==> config.mk <==
export PLATFORM = sky130hd
export DESIGN_NAME = sistemas_sincronos_mux_n_flat
export DESIGN_NICKNAME = d
export VERILOG_FILES = /design/src/rtl/sistemas_sincronos_mux_n_if.sv /design/src/rtl/sistemas_sincronos_mux_n.sv /design/src/flat_wrapper.sv
export SDC_FILE = /design/constraint.sdc
export NUM_CORES = 1
export LEC_CHECK = 0
export CELL_PAD_IN_SITES_DETAIL_PLACEMENT = 1
export CELL_PAD_IN_SITES_GLOBAL_PLACEMENT = 2
export CORE_AREA = 2 2 46 48
export CTS_BUF_LIST = sky130_fd_sc_hd__clkbuf_4 sky130_fd_sc_hd__clkbuf_8
export DETAILED_ROUTE_END_ITERATION = 12
export DIE_AREA = 0 0 48 50
export PLACE_DENSITY_LB_ADDON = 0.1
export REMOVE_ABC_BUFFERS = 1
export SLEW_MARGIN = 25
export SYNTH_ARGS = -nofsm -noshare
export SYNTH_HDL_FRONTEND = slang
export SYNTH_SLANG_ARGS = --single-unit
export TNS_END_PERCENT = 50
==> constraint.sdc <==
create_clock -name i_clk -period 1.1 [get_ports i_clk]
set_input_delay 0.22 -clock i_clk [delete_from_list [all_inputs] [get_ports i_clk]]
set_output_delay 0.22 -clock i_clk [all_outputs]
set_load 0.01 [all_outputs]
==> src/rtl/sistemas_sincronos_mux_n_if.sv <==
// Bus bundle for sistemas_sincronos_mux_n: upstream sample offer plus the
// registered output with its valid/ready handshake.
// Optional feature macro: MUX_N_PARITY_EN adds o_parity to the bundle.
interface sistemas_sincronos_mux_n_if #(
  parameter int unsigned N_CH  = 4,
  parameter int unsigned W     = 1,
  parameter int unsigned SEL_W = 2
);

  logic [N_CH*W-1:0] i_data;
  logic [SEL_W-1:0]  i_selector;
  logic              i_mode;
  logic              i_valid;
  logic              o_ready;
  logic [W-1:0]      o_q;
  logic [SEL_W-1:0]  o_chan;
  logic              o_valid;
  logic              i_ready;
  logic              o_sel_err;
`ifdef MUX_N_PARITY_EN
  logic              o_parity;
`endif

  // Multiplexer side
  modport slave (
    input  i_data, i_selector, i_mode, i_valid, i_ready,
    output o_ready, o_q, o_chan, o_valid, o_sel_err
`ifdef MUX_N_PARITY_EN
    , output o_parity
`endif
  );

  // Source/consumer side
  modport master (
    output i_data, i_selector, i_mode, i_valid, i_ready,
    input  o_ready, o_q, o_chan, o_valid, o_sel_err
`ifdef MUX_N_PARITY_EN
    , input o_parity
`endif
  );

endinterface

==> src/rtl/sistemas_sincronos_mux_n.sv <==
// Registered N-channel, W-bit multiplexer with valid/ready output handshake,
// round-robin auto-scan mode and out-of-range selector flagging.
// Optional feature macro: MUX_N_PARITY_EN (registered even parity of o_q).
// Interface parameters must match the module parameters.
module sistemas_sincronos_mux_n #(
  parameter int unsigned N_CH  = 4,
  parameter int unsigned W     = 1,
  parameter int unsigned SEL_W = 2
) (
  input logic i_clk,
  input logic i_rst,
  sistemas_sincronos_mux_n_if.slave bus
);

  localparam logic [31:0] N_CH_U   = 32'(N_CH);
  localparam logic [31:0] LAST_CH  = 32'(N_CH - 1);

  logic [W-1:0]     q;
  logic [SEL_W-1:0] chan;
  logic             valid;
  logic             sel_err;
  logic [SEL_W-1:0] scan;
`ifdef MUX_N_PARITY_EN
  logic             parity;
`endif

  logic             ready;
  logic             acc;
  logic [SEL_W-1:0] sel_eff;
  logic             sel_oor;
  logic [W-1:0]     ch_data;
  logic [SEL_W-1:0] scan_next;

  // Handshake, channel selection and scan-counter successor
  always_comb begin
    ready     = !valid || bus.i_ready;
    acc       = bus.i_valid && ready;
    sel_eff   = bus.i_mode ? scan : bus.i_selector;
    sel_oor   = 32'(sel_eff) >= N_CH_U;
    ch_data   = '0;
    for (int c = 0; c < int'(N_CH); c++) begin
      if (32'(sel_eff) == 32'(c)) begin
        ch_data = bus.i_data[c*W +: W];
      end
    end
    scan_next = (32'(scan) >= LAST_CH) ? '0 : scan + SEL_W'(1);
  end

  // Output register: load on accept, clear valid on drain, hold on stall
  always_ff @(posedge i_clk) begin
    if (i_rst) begin
      q       <= '0;
      chan    <= '0;
      valid   <= 1'b0;
      sel_err <= 1'b0;
`ifdef MUX_N_PARITY_EN
      parity  <= 1'b0;
`endif
    end else if (acc) begin
      q       <= sel_oor ? '0 : ch_data;
      chan    <= sel_eff;
      valid   <= 1'b1;
      sel_err <= !bus.i_mode && (32'(bus.i_selector) >= N_CH_U);
`ifdef MUX_N_PARITY_EN
      parity  <= sel_oor ? 1'b0 : ^ch_data;
`endif
    end else if (valid && bus.i_ready) begin
      valid   <= 1'b0;
    end
  end

  // Round-robin scan counter; only auto-mode accepts move it
  always_ff @(posedge i_clk) begin
    if (i_rst) begin
      scan <= '0;
    end else if (acc && bus.i_mode) begin
      scan <= scan_next;
    end
  end

  assign bus.o_ready   = ready;
  assign bus.o_q       = q;
  assign bus.o_chan    = chan;
  assign bus.o_valid   = valid;
  assign bus.o_sel_err = sel_err;
`ifdef MUX_N_PARITY_EN
  assign bus.o_parity  = parity;
`endif

endmodule

==> src/flat_wrapper.sv <==
// flat-port wrapper written by rule: the top's interface ports become plain ports
module sistemas_sincronos_mux_n_flat 
#(
  parameter int unsigned N_CH  = 4,
  parameter int unsigned W     = 1,
  parameter int unsigned SEL_W = 2
)
  (i_clk, i_rst, bus_i_data, bus_i_selector, bus_i_mode, bus_i_valid, bus_i_ready, bus_o_ready, bus_o_q, bus_o_chan, bus_o_valid, bus_o_sel_err);
  sistemas_sincronos_mux_n_if #(.N_CH(N_CH), .W(W), .SEL_W(SEL_W)) bus_i ();
  input logic i_clk;
  input logic i_rst;
  input wire logic [$bits(bus_i.i_data)-1:0] bus_i_data;
  input wire logic [$bits(bus_i.i_selector)-1:0] bus_i_selector;
  input wire logic [$bits(bus_i.i_mode)-1:0] bus_i_mode;
  input wire logic [$bits(bus_i.i_valid)-1:0] bus_i_valid;
  input wire logic [$bits(bus_i.i_ready)-1:0] bus_i_ready;
  output wire logic [$bits(bus_i.o_ready)-1:0] bus_o_ready;
  output wire logic [$bits(bus_i.o_q)-1:0] bus_o_q;
  output wire logic [$bits(bus_i.o_chan)-1:0] bus_o_chan;
  output wire logic [$bits(bus_i.o_valid)-1:0] bus_o_valid;
  output wire logic [$bits(bus_i.o_sel_err)-1:0] bus_o_sel_err;
  assign bus_i.i_data = bus_i_data;
  assign bus_i.i_selector = bus_i_selector;
  assign bus_i.i_mode = bus_i_mode;
  assign bus_i.i_valid = bus_i_valid;
  assign bus_i.i_ready = bus_i_ready;
  assign bus_o_ready = bus_i.o_ready;
  assign bus_o_q = bus_i.o_q;
  assign bus_o_chan = bus_i.o_chan;
  assign bus_o_valid = bus_i.o_valid;
  assign bus_o_sel_err = bus_i.o_sel_err;
  sistemas_sincronos_mux_n #(.N_CH(N_CH), .W(W), .SEL_W(SEL_W)) u_core (.i_clk(i_clk), .i_rst(i_rst), .bus(bus_i));
endmodule
**Clock wiring as the flow saved it**

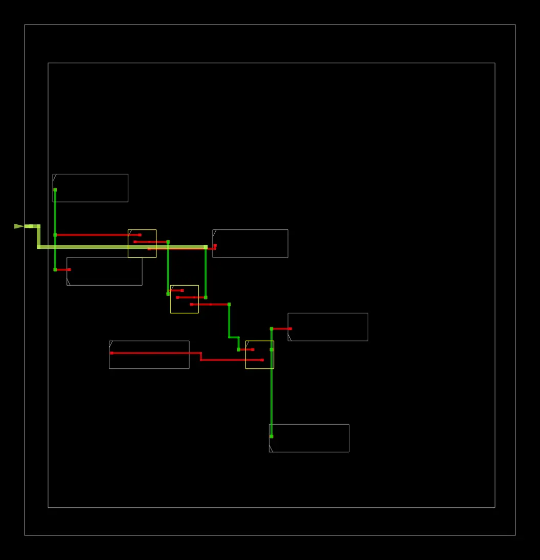
Final Skew: 0.000210 ns
clock buffer count: 3
P_clk: 0.000198 W
clk sinks: 6
Clock Latency Late Sink: 0.24 ns

==> results.py <==
# Auto-generated metrics
metrics = {
    "synth": {
        "edf_count": 0,
        "synth_cell_types": 20,
        "largest_area_cell": "dfxtp_1",
        "xor_share_pct": 0,
        "numSynthFlops": 6,
        "ys_area_sq_um": 345,
        "syn_area_per_cell_sq_um": 8.63,
        "synthAoiAreaFrac_pct": 23.2,
        "yosysWarnings": 0,
        "ys_seq_share_pct": 34.8,
        "async_flop_share_pct": 0,
        "yosysCellCount": 40,
        "synth.top_cells.by_count": "6 x a21oi_1, 6 x dfxtp_1, 3 x a211oi_1, 3 x nand2b_1, 3 x nor2_1",
        "top_logic_kind": "AND-OR/OR-AND gates",
        "topCellsByArea": "dfxtp_1 35%, a21oi_1 8.7%, a211oi_1 6.5%",
        "yosysTopAreaCellShare_pct": 34.8,
        "syn_inst": 40,
        "netlist_area_sq_um": 345,
        "synth.mux.area_fraction_pct": 6.52,
        "fa_ha_area_share_pct": 3.62,
        "ff_type": "dfxtp_1",
    },
    "layout": {
        "dominant_cells": "multi-input combinational cells",
        "logic_area_sq_um": 249,
        "final_common_cell": "buf_4",
        "comb.multi_input.count": 30,
        "comb_area_share_pct": 38.3,
        "finalNetCount": 78,
        "layout-drive-gt1-share_pct": 42.2,
        "signal_buffers": 24,
        "finalNonFillerCells": 91,
        "final_util_pct": 34.1,
        "final_cell_mix": "8 x buf_4, 5 x a21oi_1, 5 x clkdlybuf4s50_1, 4 x dlygate4sd2_1",
        "fill_cells": 223,
        "flops": 6,
        "clkCellAreaFrac_pct": 3.47,
        "inv_count": 1,
        "ff_latch_area_sq_um": 124,
        "antenna_cells": 0,
    },
    "setup_path": {
        "start_kind": "register",
        "path_delay_family": "simple AND/OR/NAND/NOR gates",
        "reg2reg_from": "u_core.scan[0]",
        "cpPeakStageDelay_ns": 0.37,
        "cp-end-kind": "register",
        "critPathRequiredTime_ns": 1.26,
        "cpMaxStageDelayCell": "or3_4",
        "crit_arrival_ns": 1.28,
        "crit_type": "reg2reg",
        "cp_num_buf_inv": 0,
        "r2r_slack_ns": -0.01,
        "cp_cell_sequence": "ha_1 > or3_4 > a21oi_2",
        "reg2reg_to": "u_core.scan[0]",
        "crit_start": "u_core.scan[0]",
        "path_depth": 3,
    },
    "final_timing": {
        "period_used_pct": 101,
        "fmax_mhz": 897,
        "min_period_ns": 1.11,
        "layout_setup_ws_ns": -0.0147,
        "rsz0062_at_grt": "true",
        "setup_violations": 1,
        "whs_ns": 0.432,
        "slew_violations": 0,
        "finalSetupTns_ns": -0.0147,
    },
    "power_and_ir_drop": {
        "clockPowerShare_pct": 31.6,
        "swShare_pct": 25.9,
        "top_power_group": "sequential cells",
        "ir_worst_vdd_mv": 0.506,
        "p_leak_nw": 0.282,
        "power.density_nw_per_um2": 963,
        "seq_power_share_pct": 39.5,
        "total_power_w": 0.000626,
        "comb-power_w": 0.000181,
        "p_int_w": 0.000463,
        "p_switching_w": 0.000162,
    },
    "clocking": {
        "cts_tree": "done",
        "cts_hold_buffers": 0,
        "clock_path_buffers": 2,
        "root_buffer": "clkbuf_4",
        "cts_max_level": 1,
        "ctsResizeCount": 17,
        "post_cts_buffers": 1,
    },
    "global_route": {
        "grt_max_degree": 8,
        "gr-usage-met3_pct": 6.59,
        "grt_pass1_vias": 355,
        "antenna_found_initial": 0,
        "grt_usage_pct": 9.57,
        "grt-ovfl-total": 0,
        "use_met2_pct": 12.0,
        "top_usage_layer": "met1",
        "grt_pass1_wl_um": 1570,
    },
    "drt": {
        "drc": 0,
        "first_pass_iters": 1,
        "routedWlPerCell_um": 11.2,
        "totalWireLength_um": 1020,
        "met2_wirelength_um": 510,
        "drt-met1-wl_um": 433,
        "via_per_inst": 4.18,
        "antenna_left": 0,
    },
    "floorplan": {
        "chipArea_sq_um": 2400,
        "die_h_um": 50,
        "taps": 27,
        "io_pins": 17,
        "fp_util_pct": 18.2,
        "die_w_um": 48,
    },
    "worst_hold_path": {
        "hold_end": "u_core.bus.o_valid",
        "hold_class": "in2reg",
        "hold_start": "bus_i_valid",
    },
    "placed_design": {
        "post-place-ws_ns": -0.488,
        "dp.cells": 86,
        "routabilityCongestion": 0.654,
        "dp_hpwl_um": 763,
    },
    "run_status": {
        "violations": "setup timing",
        "status": "complete, but fails checks",
    },
    "run": {
        "maxCapViolCount": 0,
    },
}
**Placed cells, one colour a class**

Scale: 8 px per um. Fill, decap, tap and diode cells in grey.
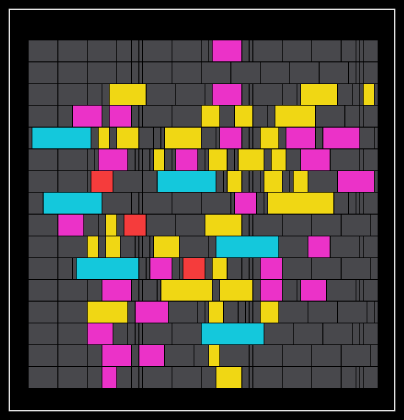
[all other logic] yellow | cells: 31
[cells driving clock nets] red | cells: 3
[other buffers and delay cells] magenta | cells: 24
[flops] cyan | cells: 6
row count: 16
core area: 1900 sq um
design area: 649 sq um
Seq area share: 19.1%

Power is estimated from default activity; no workload was simulated.
